$ cat src/rtl/mac_qmgr_if.sv
// mac_qmgr_if: Wishbone register-slave bus between the app_clk host and mac_qmgr
interface mac_qmgr_if;
    logic        wbs_cyc_i;
    logic        wbs_stb_i;
    logic        wbs_we_i;
    logic [5:0]  wbs_adr_i;
    logic [3:0]  wbs_sel_i;
    logic [31:0] wbs_dat_i;
    logic [31:0] wbs_dat_o;
    logic        wbs_ack_o;
    modport master (
        output wbs_cyc_i, wbs_stb_i, wbs_we_i, wbs_adr_i, wbs_sel_i, wbs_dat_i,
        input  wbs_dat_o, wbs_ack_o
    );
    modport slave (
        input  wbs_cyc_i, wbs_stb_i, wbs_we_i, wbs_adr_i, wbs_sel_i, wbs_dat_i,
        output wbs_dat_o, wbs_ack_o
    );
endinterface

$ cat src/rtl/mac_qmgr.sv
// mac_qmgr: NQ saturating descriptor-queue counters with base/threshold regs, error capture and irq; QMGR_THRESH_EN enables thresholds
module mac_qmgr #(
    parameter int NQ       = 2,
    parameter int QCNT_WD  = 4,
    parameter int QBASE_WD = 10
) (
    input  logic                     app_clk,
    input  logic                     reset_n,
    mac_qmgr_if.slave                wb,
    input  logic [NQ-1:0]            qcnt_inc,
    input  logic [NQ-1:0]            qcnt_dec,
    output logic [NQ*QBASE_WD-1:0]   cfg_qbase_addr,
    output logic [NQ*QCNT_WD-1:0]    qcnt,
    output logic [NQ-1:0]            q_empty,
    output logic [NQ-1:0]            q_full,
    output logic                     irq
);
    localparam logic [QCNT_WD-1:0] CMAX = '1;

    logic [NQ-1:0]       irq_en, ovf, udf, thr_hit, flush, ovf_set, udf_set, wr_q;
    logic [QBASE_WD-1:0] qbase [NQ];
    logic [QCNT_WD-1:0]  cnt [NQ];
    logic [QCNT_WD-1:0]  cnt_nx [NQ];
    logic [7:0]          thr_rd [NQ];
    logic [31:0]         byte_m, rd_word, wr_word, clr_w;
    logic                req, wr, wr_ctrl, wr_stat, unused_ok;
    logic [2:0]          qa;

    assign req     = wb.wbs_cyc_i & wb.wbs_stb_i;
    assign wr      = req & wb.wbs_we_i & wb.wbs_ack_o;
    assign qa      = wb.wbs_adr_i[4:2];
    assign byte_m  = {{8{wb.wbs_sel_i[3]}}, {8{wb.wbs_sel_i[2]}}, {8{wb.wbs_sel_i[1]}}, {8{wb.wbs_sel_i[0]}}};
    assign wr_word = (rd_word & ~byte_m) | (wb.wbs_dat_i & byte_m);
    assign wr_ctrl = wr && wb.wbs_adr_i[5:2] == 4'h0;
    assign wr_stat = wr && wb.wbs_adr_i[5:2] == 4'h1;
    assign clr_w   = wr_stat ? (wb.wbs_dat_i & byte_m) : '0;
    assign flush   = wr_ctrl ? wr_word[8 +: NQ] : '0;
    assign unused_ok = ^{wb.wbs_adr_i[1:0], wr_word, clr_w};

    // register read mux; also selects which QCFG slot a write lands in
    always_comb begin
        rd_word = '0;
        wr_q    = '0;
        if (wb.wbs_adr_i[5:2] == 4'h0)
            rd_word = {16'h0, 8'h0, 8'(irq_en)};
        else if (wb.wbs_adr_i[5:2] == 4'h1)
            rd_word = {8'h0, 8'(udf), 8'(ovf), 8'(thr_hit)};
        else if (wb.wbs_adr_i[5])
            for (int q = 0; q < NQ; q++)
                if (qa == 3'(q)) begin
                    rd_word = {8'(cnt[q]), thr_rd[q], 16'(qbase[q])};
                    wr_q[q] = wr;
                end
    end

    // per-queue next count and error events: flush beats inc/dec, inc+dec cancel, ends saturate
    always_comb begin
        for (int q = 0; q < NQ; q++) begin
            ovf_set[q] = !flush[q] && qcnt_inc[q] && !qcnt_dec[q] && cnt[q] == CMAX;
            udf_set[q] = !flush[q] && qcnt_dec[q] && !qcnt_inc[q] && cnt[q] == '0;
            cnt_nx[q]  = flush[q] ? '0 :
                         (qcnt_inc[q] && !qcnt_dec[q] && cnt[q] != CMAX) ? cnt[q] + QCNT_WD'(1) :
                         (qcnt_dec[q] && !qcnt_inc[q] && cnt[q] != '0) ? cnt[q] - QCNT_WD'(1) : cnt[q];
        end
    end

    // bus handshake, control/status registers, counters and irq
    always_ff @(posedge app_clk or negedge reset_n) begin
        if (!reset_n) begin
            wb.wbs_ack_o <= 1'b0;
            wb.wbs_dat_o <= '0;
            irq_en       <= '0;
            ovf          <= '0;
            udf          <= '0;
            irq          <= 1'b0;
            for (int q = 0; q < NQ; q++) begin
                qbase[q] <= '0;
                cnt[q]   <= '0;
            end
        end else begin
            wb.wbs_ack_o <= req && !wb.wbs_ack_o;
            wb.wbs_dat_o <= (req && !wb.wbs_ack_o) ? rd_word : '0;
            irq_en       <= wr_ctrl ? wr_word[NQ-1:0] : irq_en;
            ovf          <= (ovf & ~clr_w[8 +: NQ]) | ovf_set;
            udf          <= (udf & ~clr_w[16 +: NQ]) | udf_set;
            irq          <= |((thr_hit | ovf | udf) & irq_en);
            for (int q = 0; q < NQ; q++) begin
                if (wr_q[q])
                    qbase[q] <= wr_word[QBASE_WD-1:0];
                cnt[q] <= cnt_nx[q];
            end
        end
    end

`ifdef QMGR_THRESH_EN
    logic [QCNT_WD-1:0] thresh [NQ];
    logic [NQ-1:0]      thr_set;

    // upward threshold crossings only; a zero threshold is disabled
    always_comb begin
        for (int q = 0; q < NQ; q++) begin
            thr_set[q] = thresh[q] != '0 && cnt[q] < thresh[q] && cnt_nx[q] >= thresh[q];
            thr_rd[q]  = 8'(thresh[q]);
        end
    end

    // threshold registers and sticky hit flags (hardware set beats W1C)
    always_ff @(posedge app_clk or negedge reset_n) begin
        if (!reset_n) begin
            thr_hit <= '0;
            for (int q = 0; q < NQ; q++)
                thresh[q] <= '0;
        end else begin
            thr_hit <= (thr_hit & ~clr_w[0 +: NQ]) | thr_set;
            for (int q = 0; q < NQ; q++)
                if (wr_q[q])
                    thresh[q] <= wr_word[16 +: QCNT_WD];
        end
    end
`else
    assign thr_hit = '0;

    // thresholds absent: fields read as zero
    always_comb begin
        for (int q = 0; q < NQ; q++)
            thr_rd[q] = '0;
    end
`endif

    for (genvar g = 0; g < NQ; g++) begin : g_out
        assign cfg_qbase_addr[g*QBASE_WD +: QBASE_WD] = qbase[g];
        assign qcnt[g*QCNT_WD +: QCNT_WD]             = cnt[g];
        assign q_empty[g]                             = cnt[g] == '0;
        assign q_full[g]                              = cnt[g] == CMAX;
    end
endmodule

$ cat src/flat_wrapper.sv
// flat-port wrapper written by rule: the top's interface ports become plain ports
module mac_qmgr_flat 
#(
    parameter int NQ       = 2,
    parameter int QCNT_WD  = 4,
    parameter int QBASE_WD = 10
)
  (app_clk, reset_n, qcnt_inc, qcnt_dec, cfg_qbase_addr, qcnt, q_empty, q_full, irq, wb_wbs_cyc_i, wb_wbs_stb_i, wb_wbs_we_i, wb_wbs_adr_i, wb_wbs_sel_i, wb_wbs_dat_i, wb_wbs_dat_o, wb_wbs_ack_o);
  mac_qmgr_if wb_i ();
  input  logic app_clk;
  input  logic reset_n;
  input  logic [NQ-1:0] qcnt_inc;
  input  logic [NQ-1:0] qcnt_dec;
  output logic [NQ*QBASE_WD-1:0] cfg_qbase_addr;
  output logic [NQ*QCNT_WD-1:0] qcnt;
  output logic [NQ-1:0] q_empty;
  output logic [NQ-1:0] q_full;
  output logic irq;
  input wire logic [$bits(wb_i.wbs_cyc_i)-1:0] wb_wbs_cyc_i;
  input wire logic [$bits(wb_i.wbs_stb_i)-1:0] wb_wbs_stb_i;
  input wire logic [$bits(wb_i.wbs_we_i)-1:0] wb_wbs_we_i;
  input wire logic [$bits(wb_i.wbs_adr_i)-1:0] wb_wbs_adr_i;
  input wire logic [$bits(wb_i.wbs_sel_i)-1:0] wb_wbs_sel_i;
  input wire logic [$bits(wb_i.wbs_dat_i)-1:0] wb_wbs_dat_i;
  output wire logic [$bits(wb_i.wbs_dat_o)-1:0] wb_wbs_dat_o;
  output wire logic [$bits(wb_i.wbs_ack_o)-1:0] wb_wbs_ack_o;
  assign wb_i.wbs_cyc_i = wb_wbs_cyc_i;
  assign wb_i.wbs_stb_i = wb_wbs_stb_i;
  assign wb_i.wbs_we_i = wb_wbs_we_i;
  assign wb_i.wbs_adr_i = wb_wbs_adr_i;
  assign wb_i.wbs_sel_i = wb_wbs_sel_i;
  assign wb_i.wbs_dat_i = wb_wbs_dat_i;
  assign wb_wbs_dat_o = wb_i.wbs_dat_o;
  assign wb_wbs_ack_o = wb_i.wbs_ack_o;
  mac_qmgr #(.NQ(NQ), .QCNT_WD(QCNT_WD), .QBASE_WD(QBASE_WD)) u_core (.app_clk(app_clk), .reset_n(reset_n), .wb(wb_i), .qcnt_inc(qcnt_inc), .qcnt_dec(qcnt_dec), .cfg_qbase_addr(cfg_qbase_addr), .qcnt(qcnt), .q_empty(q_empty), .q_full(q_full), .irq(irq));
endmodule
$ cat config.mk
export PLATFORM = sky130hd
export DESIGN_NAME = mac_qmgr_flat
export DESIGN_NICKNAME = d
export VERILOG_FILES = /design/src/rtl/mac_qmgr_if.sv /design/src/rtl/mac_qmgr.sv /design/src/flat_wrapper.sv
export SDC_FILE = /design/constraint.sdc
export NUM_CORES = 1
export LEC_CHECK = 0
export CORE_ASPECT_RATIO = 1.5
export CORE_MARGIN = 2
export CORE_UTILIZATION = 45
export CTS_CLUSTER_DIAMETER = 100
export DETAILED_ROUTE_END_ITERATION = 8
export PLACE_DENSITY = 0.84
export SYNTH_ARGS = -nofsm -noshare
export SYNTH_HDL_FRONTEND = slang
export SYNTH_SLANG_ARGS = --single-unit
$ cat constraint.sdc
create_clock -name app_clk -period 5.5 [get_ports app_clk]
set_input_delay 1.65 -clock app_clk [delete_from_list [all_inputs] [get_ports app_clk]]
set_output_delay 1.65 -clock app_clk [all_outputs]
set_load 0.1 [all_outputs]
### Wiring heat map, run 1

14 x 20 tiles, from black (low) to pale yellow (high), scaled to the fullest tile. Values are wire area over tile area, all layers added.
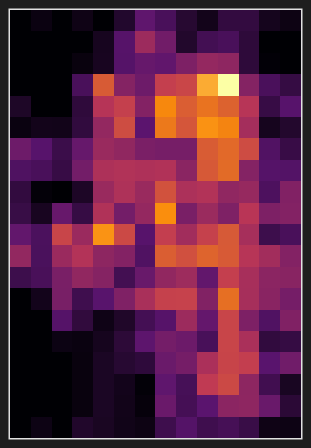
nearly empty tiles: 14%
fullest tile: 0.57
mean over tiles: 0.15

### Placement by cell class, run 1

Scale bar: 20 um. Fill, decap, tap and diode cells in grey.
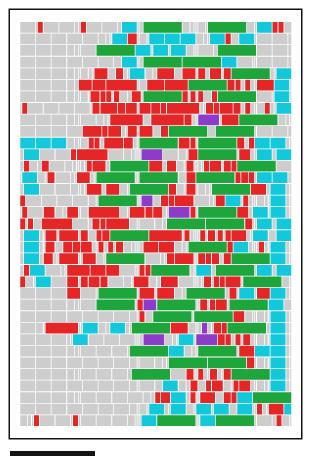
| class | colour | cells | share of their area |
|---|---|---|---|
| clock drivers and dummy loads | purple | 8 | 2.5% |
| all other logic | red | 202 | 39% |
| flip-flops | green | 52 | 37% |
| other buffers and delay cells | cyan | 77 | 22% |

### Wiring by layer, run 1

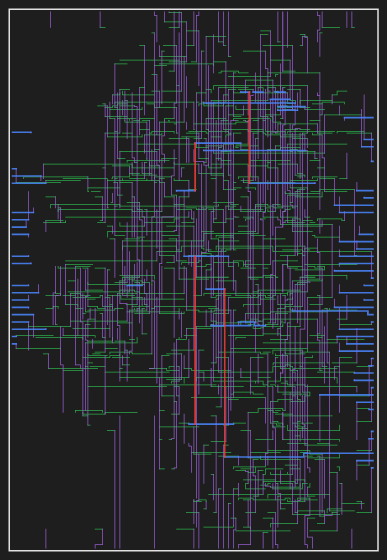
| layer | colour | wire length |
|---|---|---|
| met1 | green | 2590 um |
| met2 | purple | 3660 um |
| met4 | red | 88.4 um |
| met3 | blue | 345 um |

==> COMMIT_EDITMSG, run 1 <==
Record implementation results from latest flow run

- The global routing stage identified its most utilized layer as met2.
- Number of tapcells: 74
- TritonCTS built the clock tree.
* Element type at the critical path end: primary output
* Clock group total power: 218 uW
- Group drawing the most power: combinational logic
- For this run, global-route usage on met3 was measured as 2.68%.
- The layout report gives the register share of total cell area as 35.9%.
- Non-clock buffers in the final layout number 77.
* Adder-Cell Fraction of Synth Area: 3.22%
- By startpoint and endpoint, the worst setup path is classified as register to primary output.
- In the final layout, excluding clock inverters the inverter count is 8.
- Warnings, synthesis: 0
- By area, the combinational part of the netlist is dominated by AND-OR/OR-AND gates.
- DP Wirelength: 4990 um
- Floorplan die height: 101 um
* Starting Density: 46.0%
- Layout cell share with drive strength beyond 1: 9.44%
- The overall die size recorded for this design is 6890 um2.
- Outcome: complete, no violations
- Number of placed instances with taps included: 405
- Via-per-instance ratio: 5.41
- Clock-pin slew was measured on the worst setup and hold paths at 90 ps.
-- run 1: critical path: stages (launching register included) --
cell and delay [ps]:
dfrtp_1 490, nor4_4 500, clkdlybuf4s50_1 1220
-- run 1: final timing paths --
check	start	slack [ps]	depth (start not counted)	endpoint
max reg2reg	u_core.qcnt[0]	3090	7	u_core.qcnt[3]
min reg2reg	u_core.cfg_qbase_addr[12]	510	2	u_core.cfg_qbase_addr[12]
max	u_core.qcnt[1]	1340	2	q_empty[0]
min	u_core.cfg_qbase_addr[12]	510	2	u_core.cfg_qbase_addr[12]
max in group asynchronous	reset_n	3250	1	u_core.qcnt[7]
min in group asynchronous	reset_n	1550	1	u_core.cfg_qbase_addr[17]
## Run 2: what changed since run 1
--- a/config.mk
+++ b/config.mk
@@ -7,10 +7,10 @@
 export LEC_CHECK = 0
 export CORE_ASPECT_RATIO = 1.5
 export CORE_MARGIN = 2
-export CORE_UTILIZATION = 45
+export CORE_UTILIZATION = 39
 export CTS_CLUSTER_DIAMETER = 100
 export DETAILED_ROUTE_END_ITERATION = 8
-export PLACE_DENSITY = 0.84
+export PLACE_DENSITY = 0.77
 export SYNTH_ARGS = -nofsm -noshare
 export SYNTH_HDL_FRONTEND = slang
 export SYNTH_SLANG_ARGS = --single-unit
==> constraint.sdc (replaced) <==
create_clock -name app_clk -period 3.4 [get_ports app_clk]
set_input_delay 1.02 -clock app_clk [delete_from_list [all_inputs] [get_ports app_clk]]
set_output_delay 1.02 -clock app_clk [all_outputs]
set_load 0.1 [all_outputs]
### Placement view, run 2

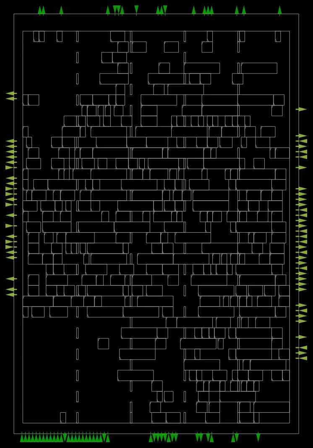
Row Count: 37
count of non-filler cells in the finished layout: 425

==> run 2 against run 1 <==
Sequential share of layout area rose by 0.52 points. Count of clock-buffer cells in the layout did not move. Cell area fell by 1.4%. Die size grew 15%. Global-route usage is 3.1 points lower. Wire length decreased by 1.9%. Clock power up 68%. Sequential power increased by 63%. Critical endpoint is now u_core.qcnt[7]. Highest routed layer unchanged.
==> COMMIT_EDITMSG, run 2 <==
Record implementation results from latest flow run

- Post CTS Setup Buffer Count: 0 (unchanged)
* Outcome: complete, no violations (unchanged)
* CP Class: input pin to register (was register to primary output)
- The number of antenna violations at the first check in global routing is 0 (unchanged).
- The cell total in the yosys stat output was 266 (unchanged).
* Total combinational power: 1.27 mW (was 804 uW)
- The count of cells along the worst register-to-register path was 7 (unchanged).
- Clock tree cell share of total cell area: 2.73% (was 2.45%)
- Worst Setup EP: u_core.qcnt[7] (was q_empty[0])
- Proportion of cell area occupied by registers: 36.5% (was 35.9%)
- The warning count from the yosys run is 0 (unchanged).
- The required time of the critical path is 3620 ps (was 3850 ps).
- The delay of the slowest critical-path stage was 510 ps (was 1220 ps).
- Group drawing the most power: combinational logic (unchanged)
- The antenna violation net count after detailed routing was 0 (unchanged).
* Clock group total power: 367 uW (was 218 uW)
- The number of inverters outside the clock class in the layout came to 8 (unchanged).
- The share of synthesized area occupied by flip-flops and latches came to 46.4% (unchanged).
* Buffers outside the clock class: 85 (was 77)
- Adder-Cell Fraction of Synth Area: 3.22% (unchanged)
- Origin of the worst min-delay path: u_core.cfg_qbase_addr[11] (was u_core.cfg_qbase_addr[12])
- Number of cells on the critical path: 8 (was 2)
* Number of tapcells: 78 (was 74)
- The worst flop-to-flop path endpoint was u_core.qcnt[3] (unchanged).
- Largest family of logic cells by area: AND-OR/OR-AND gates (unchanged)
* Critical R2R Launch: u_core.qcnt[0] (unchanged)
- Number of placed instances with taps included: 417 (was 405)
* Starting Density: 40.6% (was 46.0%)
* Layout cell share with drive strength beyond 1: 26.2% (was 9.44%)
- Cells traversed along the worst timing path: clkdlybuf4s50_1 > nor2b_1 > nand2_1 > ha_1 > a21o_2 > a2111oi_0 > a2bb2oi_1 > a32oi_1 (was nor4_4 > clkdlybuf4s50_1)
- The library cell contributing the largest single delay on the critical path is clkdlybuf4s50_1 (unchanged).
- The clock tree from TritonCTS was yes (unchanged).
- The clock input transition at the sequential cells of the worst setup and hold paths is 90 ps (about the same).
* Overall chip area: 7890 um2 (was 6890 um2)
- Number of DRC markers after the initial detailed-route iteration: 153 (was 261)
- Worst setup startpoint: qcnt_inc[1] (was u_core.qcnt[1])
- The slack of the worst reg-to-reg path was 990 ps (was 3090 ps).
- Floorplan die height: 108 um (was 101 um)
* Leftover overflow at the end of global routing: 0 (unchanged)
- The cell with the most instances after synthesis was dfrtp_1 (unchanged).
* Worst path bufs/invs: 1 (unchanged)
- The cell class contributing the biggest share of worst-path delay was AND-OR/OR-AND gates (was buffers and inverters).
### Wiring by layer, run 2

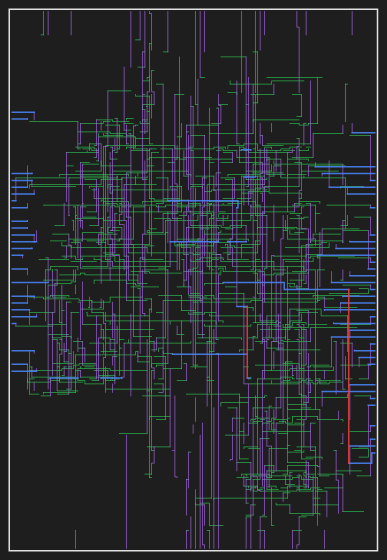
total track usage: 17.3%
routed wire length per instance: 15.4 um

[run 2: routing by layer]
layer / vias to the layer above / global-route usage (%) / part of all wire [%]
met2: 76 / 32.2 / 54
met3: 5 / 2.53 / 5.2
met1: 1067 / 20.2 / 40
met5: - / 0 / 0
met4: 0 / 4.37 / 0.73
li1: 1072 / - / -
[run 2: worst min path at each step]
stage	depth (start not counted)	end	slack, ps
2_1_floorplan	1	u_core.udf[0]	460
3_3_place_gp	2	u_core.cfg_qbase_addr[11]	490
3_5_place_dp	2	u_core.cfg_qbase_addr[10]	500
4_1_cts	2	u_core.cfg_qbase_addr[10]	520
5_1_grt	2	u_core.cfg_qbase_addr[11]	550
6_report	2	u_core.cfg_qbase_addr[11]	520
Power figures rest on the tool's default switching activity, not on a simulated workload.
